===== src/rtl/fifo_pkg.sv =====
// Shared definitions for the async register-file FIFO controllers.
// Gray helpers are width-generic: callers zero-extend in and truncate out.
package fifo_pkg;

    localparam int DEF_DEPTH  = 4;
    localparam int DEF_UWIDTH = 8;
    localparam int DEF_ADDR_W = $clog2(DEF_DEPTH);
    localparam int GW         = 32;

    typedef enum logic {
        OUT_EMPTY = 1'b0,
        OUT_FULL  = 1'b1
    } out_state_t;

    function automatic logic [GW-1:0] bin2gray(input logic [GW-1:0] b);
        return b ^ (b >> 1);
    endfunction

    // Zero upper bits contribute nothing to the prefix XOR.
    function automatic logic [GW-1:0] gray2bin(input logic [GW-1:0] g);
        logic [GW-1:0] b;
        b = g;
        for (int i = 1; i < GW; i++) begin
            b = b ^ (g >> i);
        end
        return b;
    endfunction

endpackage


===== src/rtl/fifo_sync.sv =====
// Multi-flop synchroniser for a Gray pointer crossing clock domains.
// Also used by the write side for the read pointer.
module fifo_sync #(
    parameter int WIDTH  = 3,
    parameter int STAGES = 2
) (
    input  logic             clk,
    input  logic             rst,
    input  logic [WIDTH-1:0] d,
    output logic [WIDTH-1:0] q
);

    logic [STAGES-1:0][WIDTH-1:0] sr;

    always_ff @(posedge clk or negedge rst) begin
        if (!rst) begin
            sr <= '0;
        end else begin
            sr <= {sr[STAGES-2:0], d};
        end
    end

    assign q = sr[STAGES-1];

endmodule


===== src/rtl/fifo_read_logic.sv =====
// Read-domain controller of the async FIFO: empty/occupancy, read
// pointer, and a first-word-fall-through output register.
module fifo_read_logic
    import fifo_pkg::*;
#(
    parameter int DEPTH       = DEF_DEPTH,
    parameter int UWIDTH      = DEF_UWIDTH,
    parameter int ADDR_W      = DEF_ADDR_W,
    parameter int SYNC_STAGES = 2
) (
    input  logic              clk,
    input  logic              rst,
    input  logic [ADDR_W:0]   wptr_gray,
    input  logic [UWIDTH-1:0] rdata_mem,
    input  logic              dout_ready,
    output logic [ADDR_W-1:0] raddr,
    output logic              ren,
    output logic [ADDR_W:0]   rptr_gray,
    output logic              rempty,
    output logic [ADDR_W:0]   rcount,
    output logic [UWIDTH-1:0] dout,
    output logic              dout_valid
);

    localparam int PW = ADDR_W + 1;

    logic [PW-1:0]     rbin;
    logic [PW-1:0]     rbin_next;
    logic [PW-1:0]     rnext_gray;
    logic [PW-1:0]     wq_gray;
    logic [PW-1:0]     wq_bin;
    out_state_t        state;
    out_state_t        state_next;
    logic [UWIDTH-1:0] dout_next;

    fifo_sync #(
        .WIDTH (PW),
        .STAGES(SYNC_STAGES)
    ) u_wsync (
        .clk(clk),
        .rst(rst),
        .d  (wptr_gray),
        .q  (wq_gray)
    );

    assign wq_bin     = PW'(gray2bin(GW'(wq_gray)));
    assign dout_valid = (state == OUT_FULL);
    assign ren        = !rempty && (!dout_valid || dout_ready);
    assign rbin_next  = rbin + {{ADDR_W{1'b0}}, ren};
    assign rnext_gray = PW'(bin2gray(GW'(rbin_next)));
    assign raddr      = rbin[ADDR_W-1:0];

    // Flags compare against the post-read pointer so a same-cycle
    // arrival and last read resolve without loss or duplication.
    always_ff @(posedge clk or negedge rst) begin
        if (!rst) begin
            rbin      <= '0;
            rptr_gray <= '0;
            rempty    <= 1'b1;
            rcount    <= '0;
        end else begin
            rbin      <= rbin_next;
            rptr_gray <= rnext_gray;
            rempty    <= (rnext_gray == wq_gray);
            rcount    <= wq_bin - rbin_next;
        end
    end

    always_ff @(posedge clk or negedge rst) begin
        if (!rst) begin
            state <= OUT_EMPTY;
            dout  <= '0;
        end else begin
            state <= state_next;
            dout  <= dout_next;
        end
    end

    always_comb begin
        state_next = state;
        dout_next  = dout;
        unique case (state)
            OUT_EMPTY: begin
                if (ren) begin
                    dout_next  = rdata_mem;
                    state_next = OUT_FULL;
                end
            end
            OUT_FULL: begin
                if (dout_ready) begin
                    if (ren) begin
                        dout_next = rdata_mem;
                    end else begin
                        state_next = OUT_EMPTY;
                    end
                end
            end
            default: state_next = OUT_EMPTY;
        endcase
    end

endmodule


===== config.mk =====
export PLATFORM = sky130hd
export DESIGN_NAME = fifo_read_logic
export DESIGN_NICKNAME = d
export VERILOG_FILES = /design/src/rtl/fifo_pkg.sv /design/src/rtl/fifo_sync.sv /design/src/rtl/fifo_read_logic.sv
export SDC_FILE = /design/constraint.sdc
export NUM_CORES = 1
export LEC_CHECK = 0
export ABC_AREA = 1
export CAP_MARGIN = 20
export CORE_MARGIN = 2
export CORE_UTILIZATION = 43
export DETAILED_ROUTE_END_ITERATION = 12
export GPL_TIMING_DRIVEN = 0
export PLACE_DENSITY = 0.78
export SKIP_LAST_GASP = 1
export SLEW_MARGIN = 20
export SYNTH_ARGS = -nofsm -noshare
export SYNTH_HDL_FRONTEND = slang
export SYNTH_SLANG_ARGS = --single-unit

===== constraint.sdc =====
create_clock -name clk -period 2.45 [get_ports clk]
set_clock_uncertainty 0.1 [all_clocks]
set_input_delay 0.245 -clock clk [delete_from_list [all_inputs] [get_ports clk]]
set_output_delay 0.245 -clock clk [all_outputs]
set_load 0.005 [all_outputs]

Figure 1. PDN straps and rails.
Pins as bars on the die edge. Tap cells in gray.
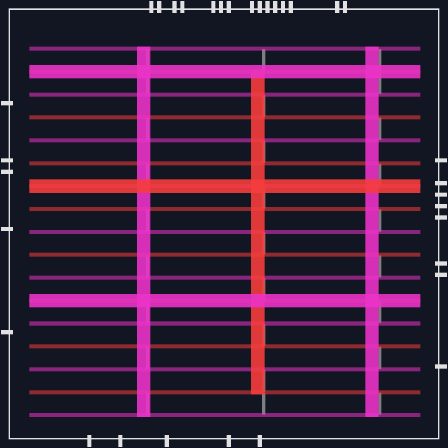
- VSS: magenta
- VDD: red
- rows: 16
- tap cells: 27
Die Span Y: 50.8 um
maximum vdd ir drop: 705 uV
area of the core: 0.00202 mm^2

Figure 2. Sequential cells colored by netlist name.
Other sequential cells in the stronger gray, the rest of the logic in the fainter gray.
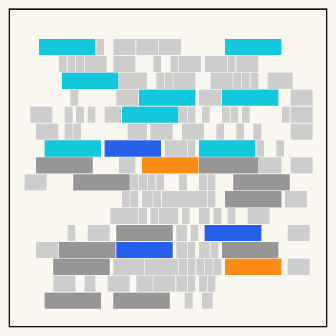
- `rbin`: blue (flops 3)
- `dout`: cyan (flops 8)
- `rptr_gray`: orange (flops 2)
Flop area: 602 um^2
Seq/total area: 44.7%

==> flow_metrics.tcl <==
# flow metrics
set metrics [dict create \
    port_buffers 32 \
    relSlewSlack_pct 66.2 \
    timing.final.ws_setup_ns 0.139 \
    path_common_cell "inv_2" \
    grtUsageMet2_pct 29.2 \
    num_io_pins 33 \
    crit_cells 9 \
    wl_per_cell_um 11.4 \
    ant_nets 0 \
    regToRegEndpoint "rcount[2]" \
    worstSkewPairLatency_ns 0.30 \
    grt_pass1_vias 719 \
    cts_buffer_depth 2 \
    timing.hold.ws_ns 0.257 \
    adder_share_pct 6.10 \
    max_freq_mhz 433 \
    p_seq_uw 606 \
    cts_tree "done" \
    fp_util_pct 46.7 \
    grt_max_degree 25 \
    pre_cts_ws_ns -0.106 \
    drv_cap 0 \
    xor_share_pct 1.86 \
    top_cells_by_count "nand2_1, dfrtp_1, inv_1" \
    crit_required_ns 2.56 \
    hp-class "in2reg" \
    syn_area_um2 943 \
    worst_slew_pin_slew_ns 0.508 \
    cts-root-buf "clkbuf_4" \
    leakage_nw 0.680 \
    vias_per_cell 4.47 \
    power.share.clock_pct 12.8 \
    switching_share_pct 34.5 \
    top_layer "met4" \
    fin_crit_sh_pct 94.3 \
    critPathSlowestCell "dfstp_2" \
    synth-cells-yosys 98 \
    die-area_mm2 0.00258 \
    r2r_cells 9 \
    r2r_slack_ns 0.14 \
    setup_tns_ns 0 \
    setup_viol 0 \
    synth.most_common_cell "nand2_1" \
    synth-seq-cells 24 \
    clk-power_uw 200 \
    topCombFamilyByArea "simple AND/OR/NAND/NOR gates" \
    h-tree-depth 1 \
    netlist_instances 98 \
    slowest_delay_ns 0.56 \
    hold_buffers 0 \
    antennaDiodeCount 0 \
    post_cts_buffers 0 \
    p_sw_uw 539 \
    grtUsageMet3_pct 2.63 \
    areaGrowthSynthToFinish_pct 42.7 \
    crit_path_start_kind "flip-flop" \
    crit_family "adder cells" \
    track_usage_pct 16.3 \
    grt-busiest-layer "met2" \
    ys_sh_mux_pct 0 \
    comb_power_share_pct 48.4 \
    cts-buffers-inserted 3 \
    routed_wl_um 1850 \
    status "finished clean" \
    cp.arrival_ns 2.42 \
    gr-usage-met1_pct 19.0 \
    p_comb_uw 756 \
    nets 154 \
    drt_iter0_drc 8 \
    synth_simple_gate_area_share_pct 23.1 \
    gp_congestion 0.750 \
    drive_gt1_share_pct 7.41 \
    worstPathCellList "inv_1 -> nand2_4 -> inv_2 -> ha_1 -> ha_2 -> inv_2 -> fa_1 -> nand3_1 -> nand2_1" \
]
Figure 3. Placement by cell class.
Scale bar: 20 um.
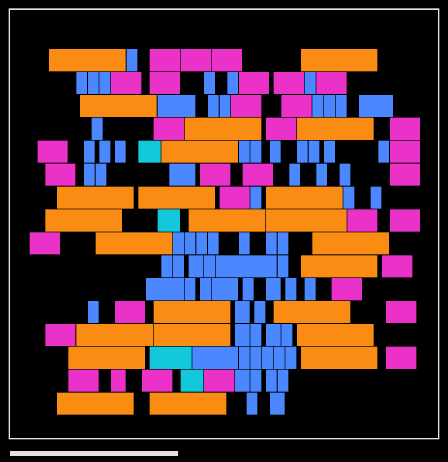
- remaining logic cells: blue (cells 74; share of their area 27%)
- remaining buffers and delay cells: magenta (cells 33; share of their area 25%)
- clock drivers and dummy loads: cyan (cells 4; share of their area 2.8%)
- registers: orange (cells 24; share of their area 46%)
Placement Rows: 16
post-layout util: 66.6%
Final Instance Area: 0.00135 mm^2

-- flip-flops by register name (all words and copies together), names as in the netlist --
| name | flops |
|---|---|
| rbin | 3 |
| rcount | 3 |
| dout_valid | 1 |
| dout | 8 |
| u_wsync.q | 3 |
| rempty | 1 |
| rptr_gray | 2 |
| u_wsync.sr | 3 |
-- worst register-to-register path: cells and delay by family (launching register included) --
kind	cells	cell delay, ns
buffers and inverters	3	0.24
flip-flops	1	0.56
AND/OR/NAND/NOR	3	0.27
adder cells (fa/ha/maj)	3	1.04
-- layout make-up --
class                           count  area (um^2)  share of cell area, %
Clock buffer                        4         36.3                   2.70
Inverter                           13         48.8                   3.62
Tap cell                           27         33.8                   2.51
Sequential cell                    24          602                   44.7
Timing Repair Buffer               33          325                   24.2
Multi-Input combinational cell     61          300                   22.3
-- worst min path at each step --
stage,start,end,slack (ns),depth (start not counted)
after floorplan,rst,dout[0],-0.15,0
after global placement,u_wsync.sr[2],u_wsync.q[2],0.23,0
after detailed placement,u_wsync.sr[0],u_wsync.q[0],0.24,0
after CTS,wptr_gray[0],u_wsync.sr[0],0.24,1
after global routing,wptr_gray[0],u_wsync.sr[0],0.23,1
final,wptr_gray[0],u_wsync.sr[0],0.26,1
-- through the flow --
step | area, um^2 | std cells
3_5_place_dp | 1300 | 157
4_1_cts | 1330 | 161
3_3_place_gp | 1300 | 157
2_1_floorplan | 943 | 98
5_1_grt | 1350 | 162
6_report | 1350 | 162
-- cells in the final DEF (no fill, tap or decap) --
master and n:
dlygate4sd3_1 1, ha_1 2, fa_1 1, clkbuf_8 1, dfrtp_1 23, clkdlybuf4s50_1 31, inv_2 2, dfstp_2 1
xor2_1 2, inv_1 11, buf_2 1, nor2_1 1, nand2_4 1, clkbuf_4 3, nand2_1 46, nand3_1 7
ha_2 1
No activity file was given, so power comes from the tool's default toggle rates.
